<file path="src/rtl/conv_window_sequencer.sv">
// conv_window_sequencer: loads a 16-byte filter, buffers a row-major pixel
// stream in IMG_W-deep line buffers, issues every stride-1 4x4 window and
// drives the staged enables of the downstream multiply/adder-tree datapath.
module conv_window_sequencer #(
    parameter int IMG_W = 28,
    parameter int IMG_H = 28,
    parameter int CNT_W = 10
) (
    input  logic               clk,
    input  logic               reset,
    input  logic               start,
    input  logic               filt_valid,
    input  logic [7:0]         filt_data,
    output logic               filt_ready,
    input  logic               pix_valid,
    input  logic [7:0]         pix_data,
    output logic               pix_ready,
    output logic [127:0]       input_matrix_reg,
    output logic [127:0]       filter_matrix_reg,
    output logic               mul_enable,
    output logic               l1_add_enable,
    output logic               l2_add_enable,
    output logic               l3_add_enable,
    output logic               l4_add_enable,
    output logic               conv_valid,
    output logic [CNT_W-1:0]   win_row,
    output logic [CNT_W-1:0]   win_col,
    output logic               busy,
    output logic               done
);

    localparam int LB_AW = (IMG_W > 1) ? $clog2(IMG_W) : 1;

    typedef enum logic [2:0] {
        S_IDLE,
        S_LOAD_FILTER,
        S_STREAM,
        S_DRAIN,
        S_DONE
    } state_t;

    state_t             r_state;
    state_t             w_next;
    logic [3:0]         r_filt_cnt;
    logic [CNT_W-1:0]   r_row;
    logic [CNT_W-1:0]   r_col;
    logic [2:0]         r_drain_cnt;
    logic [127:0]       r_filt;
    logic [127:0]       r_win;
    logic [23:0]        r_lb [IMG_W];
    logic               r_mul_en;
    logic [5:0]         r_chain;
    logic [CNT_W-1:0]   r_win_row;
    logic [CNT_W-1:0]   r_win_col;

    logic               w_filt_acc;
    logic               w_pix_acc;
    logic               w_last_pix;
    logic               w_issue;
    logic [LB_AW-1:0]   w_lb_idx;
    logic [23:0]        w_tap;

    // Handshake qualifiers and line-buffer tap for the current column.
    // Tap byte 0 = row-3, byte 1 = row-2, byte 2 = row-1 at this column.
    assign w_filt_acc = filt_valid && (r_state == S_LOAD_FILTER);
    assign w_pix_acc  = pix_valid && (r_state == S_STREAM);
    assign w_last_pix = (r_row == CNT_W'(IMG_H - 1)) && (r_col == CNT_W'(IMG_W - 1));
    assign w_issue    = w_pix_acc && (r_row >= CNT_W'(3)) && (r_col >= CNT_W'(3));
    assign w_lb_idx   = r_col[LB_AW-1:0];
    assign w_tap      = r_lb[w_lb_idx];

    // State register.
    always_ff @(posedge clk or posedge reset) begin
        if (reset) begin
            r_state <= S_IDLE;
        end else begin
            // NOTE: every clocked assignment is non-blocking so all registers
            // update from the same pre-edge values regardless of block order.
            r_state <= w_next;
        end
    end

    // Next-state decode and state-derived outputs.
    always_comb begin
        // NOTE: defaults first so no path through the case leaves a signal
        // unassigned, which would otherwise infer a latch.
        w_next     = r_state;
        filt_ready = 1'b0;
        pix_ready  = 1'b0;
        busy       = 1'b1;
        done       = 1'b0;
        case (r_state)
            S_IDLE: begin
                busy = 1'b0;
                if (start) w_next = S_LOAD_FILTER;
            end
            S_LOAD_FILTER: begin
                filt_ready = 1'b1;
                if (w_filt_acc && (r_filt_cnt == 4'd15)) w_next = S_STREAM;
            end
            S_STREAM: begin
                pix_ready = 1'b1;
                if (w_pix_acc && w_last_pix) w_next = S_DRAIN;
            end
            S_DRAIN: begin
                // Hold until the last window has walked the whole 6-stage
                // enable chain, so its conv_valid lands inside DRAIN.
                if (r_drain_cnt == 3'd6) w_next = S_DONE;
            end
            S_DONE: begin
                done   = 1'b1;
                w_next = S_IDLE;
            end
            default: w_next = S_IDLE;
        endcase
    end

    // Filter load, pixel/drain counters.
    always_ff @(posedge clk or posedge reset) begin
        if (reset) begin
            r_filt_cnt  <= '0;
            r_row       <= '0;
            r_col       <= '0;
            r_drain_cnt <= '0;
            r_filt      <= '0;
        end else begin
            if (r_state == S_IDLE && start) begin
                r_filt_cnt <= '0;
                r_row      <= '0;
                r_col      <= '0;
            end
            if (w_filt_acc) begin
                r_filt[{r_filt_cnt, 3'b000} +: 8] <= filt_data;
                r_filt_cnt                        <= r_filt_cnt + 4'd1;
            end
            if (w_pix_acc) begin
                if (r_col == CNT_W'(IMG_W - 1)) begin
                    r_col <= '0;
                    r_row <= r_row + CNT_W'(1);
                end else begin
                    r_col <= r_col + CNT_W'(1);
                end
            end
            r_drain_cnt <= (r_state == S_DRAIN) ? r_drain_cnt + 3'd1 : 3'd0;
        end
    end

    // Line buffers and the 4x4 window shift register advance on each accept.
    always_ff @(posedge clk or posedge reset) begin
        if (reset) begin
            // NOTE: the line buffers are cleared on reset so a restarted frame
            // can never observe bytes left over from an aborted one.
            for (int i = 0; i < IMG_W; i++) r_lb[i] <= '0;
            r_win <= '0;
        end else if (w_pix_acc) begin
            r_lb[w_lb_idx] <= {pix_data, w_tap[23:16], w_tap[15:8]};
            for (int r = 0; r < 4; r++) begin
                for (int c = 0; c < 3; c++) begin
                    r_win[8*(4*r+c) +: 8] <= r_win[8*(4*r+c+1) +: 8];
                end
            end
            r_win[8*3  +: 8] <= w_tap[7:0];
            r_win[8*7  +: 8] <= w_tap[15:8];
            r_win[8*11 +: 8] <= w_tap[23:16];
            r_win[8*15 +: 8] <= pix_data;
        end
    end

    // Window issue and the enable chain that tracks the datapath pipeline.
    always_ff @(posedge clk or posedge reset) begin
        if (reset) begin
            r_mul_en  <= 1'b0;
            r_chain   <= '0;
            r_win_row <= '0;
            r_win_col <= '0;
        end else begin
            r_mul_en <= w_issue;
            r_chain  <= {r_chain[4:0], r_mul_en};
            if (w_issue) begin
                r_win_row <= r_row - CNT_W'(3);
                r_win_col <= r_col - CNT_W'(3);
            end
        end
    end

    assign input_matrix_reg  = r_win;
    assign filter_matrix_reg = r_filt;
    assign mul_enable        = r_mul_en;
    assign l1_add_enable     = r_chain[0];
    assign l2_add_enable     = r_chain[1];
    assign l3_add_enable     = r_chain[2];
    assign l4_add_enable     = r_chain[3];
    assign conv_valid        = r_chain[5];
    assign win_row           = r_win_row;
    assign win_col           = r_win_col;

endmodule
</file>
<file path="config.mk">
export PLATFORM = sky130hd
export DESIGN_NAME = conv_window_sequencer
export DESIGN_NICKNAME = d
export VERILOG_FILES = /design/src/rtl/conv_window_sequencer.sv
export SDC_FILE = /design/constraint.sdc
export NUM_CORES = 2
export LEC_CHECK = 0
export CORE_ASPECT_RATIO = 1.4
export CORE_MARGIN = 3
export CORE_UTILIZATION = 40
export DETAILED_ROUTE_END_ITERATION = 8
export PLACE_DENSITY = 0.64
export SYNTH_ARGS = -nofsm -noshare
export SYNTH_HDL_FRONTEND = slang
export SYNTH_SLANG_ARGS = --single-unit
</file>
<file path="constraint.sdc">
create_clock -name clk -period 45.6 [get_ports clk]
set_input_delay 9.12 -clock clk [delete_from_list [all_inputs] [get_ports clk]]
set_output_delay 9.12 -clock clk [all_outputs]
set_load 0.05 [all_outputs]
</file>
==> impl_metrics.toml <==
# physical design summary
[status]
status = "completed"

[setup_path]
rr_endpoint = "r_lb[49]$_DFFE_PP0P_"
cp.arrival_ps = 12880
r2r_start = "r_col[0]$_DFFE_PP0P_"

[placement]
dpl.cell_count = 4784
place.gp.congestion = 0.790

[layout]
stdcell_area_sq_mm = 0.0507
clkbuf_count = 134
comb_share = 0.344
seq-cell-share = 0.487
logic_area_sq_mm = 0.0174
num-multi-input-gates = 1983
antennaDiodeCount = 1
signal_buffers = 363

[synthesis]
ys_cells = 3226
aoi_share = 0.0410
fa_ha_area_frac = 0.00289
async_flop_share = 1.00
synth-edff-count = 0
ys_dominant_reg_cell = "dfrtp_1"
yosysWarnings = 0

[floorplanning]
dieArea_sq_mm = 0.112
die_w_microns = 284
core_sq_mm = 0.107
fp-utilization = 0.404

[sta]
finalHoldViolations = 0
slew_violations = 0
fmax_ghz = 0.0817
setup_violations = 0
final.setup.tns_ps = 0
fin_ws_ps = 33360
min_period_over_period = 0.268

[routing]
drtIter0Drc = 1511
routed-wl-met2_microns = 56900
drt-pass1-iter-count = 5
drtAntennaViolNets = 0
via_per_inst = 5.32

[min_path]
whs_path_depth = 0

[grt]
first_global_vias = 27000

[cts]
htree_levels = 3
cts_sinks = 985
cts_made_buffers = 93

[power_and_ir_drop]
ir_worst_vdd_mv = 0.0233
-- synth_stat cells, drive strengths merged, types with 2 or more instances --
cell type / number / area, sq um
mux2: 763 / 8590
a22o: 4 / 35.0
nor2: 63 / 236
a21oi: 41 / 205
a31oi: 24 / 150
xnor2: 14 / 123
o31ai: 3 / 22.5
o221ai: 15 / 131
xor2: 7 / 61.3
mux4: 111 / 2500
nor3: 13 / 80.1
nand2b: 7 / 43.8
nor4: 4 / 25.0
o22a: 4 / 35.0
o21ai: 105 / 526
nor2b: 8 / 50.1
and3: 13 / 82.6
a211oi: 4 / 30.0
o22ai: 2 / 12.5
buf: 110 / 646
o211ai: 2 / 15.0
nand4: 6 / 37.5
nor4bb: 2 / 20.0
nand4bb: 2 / 22.5
inv: 13 / 48.8
nor3b: 3 / 22.5
ha: 10 / 125
mux2i: 118 / 1180
or4: 4 / 37.5
a211o: 15 / 131
dfrtp: 985 / 24600
nand2: 458 / 1720
nand3b: 5 / 37.5
a2111oi: 2 / 17.5
nand3: 44 / 240
o21a: 2 / 15.0
or3: 4 / 26.3
a21boi: 17 / 165
and2: 43 / 269
a32oi: 2 / 17.5
clkbuf: 132 / 519
a22oi: 28 / 210
-- per-layer routing --
metal,vias to the layer above,global-route usage
met2,507,0.350
li1,11900,-
met5,-,0
met3,146,0.0282
met1,13800,0.245
met4,0,0.0573
-- report_power, final --
| group | leakage, uW | internal, uW | total, uW | switching [uW] |
|---|---|---|---|---|
| sequential | 0.0137 | 911 | 937 | 26.1 |
| combinational | 0.00886 | 107 | 315 | 208 |
| clock | 0.00156 | 475 | 815 | 340 |
-- stage by stage --
step	power [uW]	util
2_1_floorplan	1160	-
4_1_cts	2090	0.473
6_report	2070	0.473
3_5_place_dp	1270	0.443
3_3_place_gp	1270	0.443
5_1_grt	2140	0.473
==> images/zoom.png <==
Region (129, 185) to (154, 210) microns. Cells in grey, sequential cells in the stronger grey; small squares are vias.
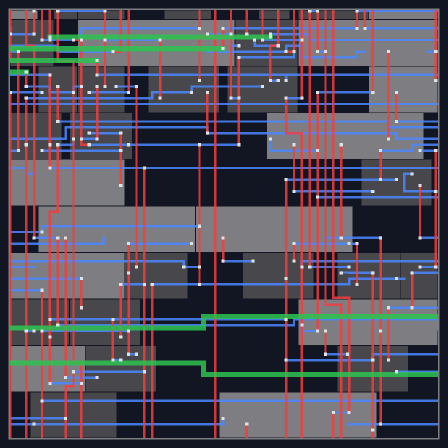
[green] met3
[blue] met1
[red] met2
sequential cells in the window: 9
most frequent: mux2_2 (9), dfrtp_1 (9), mux2i_1 (5)
cells with their middle in the window: 26
netlist names of flops here include: r_lb (9)

==> images/final_congestion.png <==
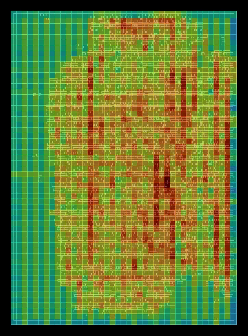
Most Crowded Layer GR: met2
Core Util, Final: 0.473
met2 GRT Util: 0.350
met3 Usage GRT: 0.0282
wire per inst: 22.2 microns

==> images/met2.png <==
Drawn at 1 px/micron.
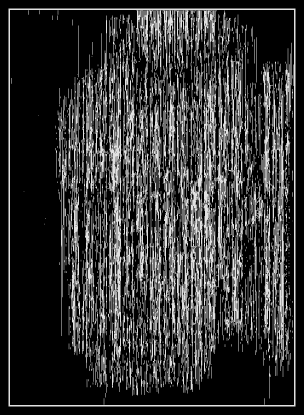
share of all routed wire: 52%
longest straight run: 151 microns
nets with wire on the layer: 3054
Via Count: 26400
drt total wl: 110000 microns

==> images/registers.png <==
Drawn at 1 px/micron.
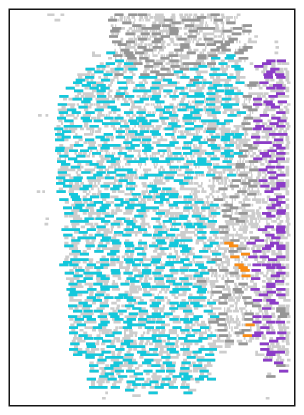
[orange] win_col | flops: 10
[cyan] r_lb | flops: 672
[purple] filter_matrix_reg | flops: 128 | where: a column on the right
not coloured: 175

Power is estimated from default activity; no workload was simulated.
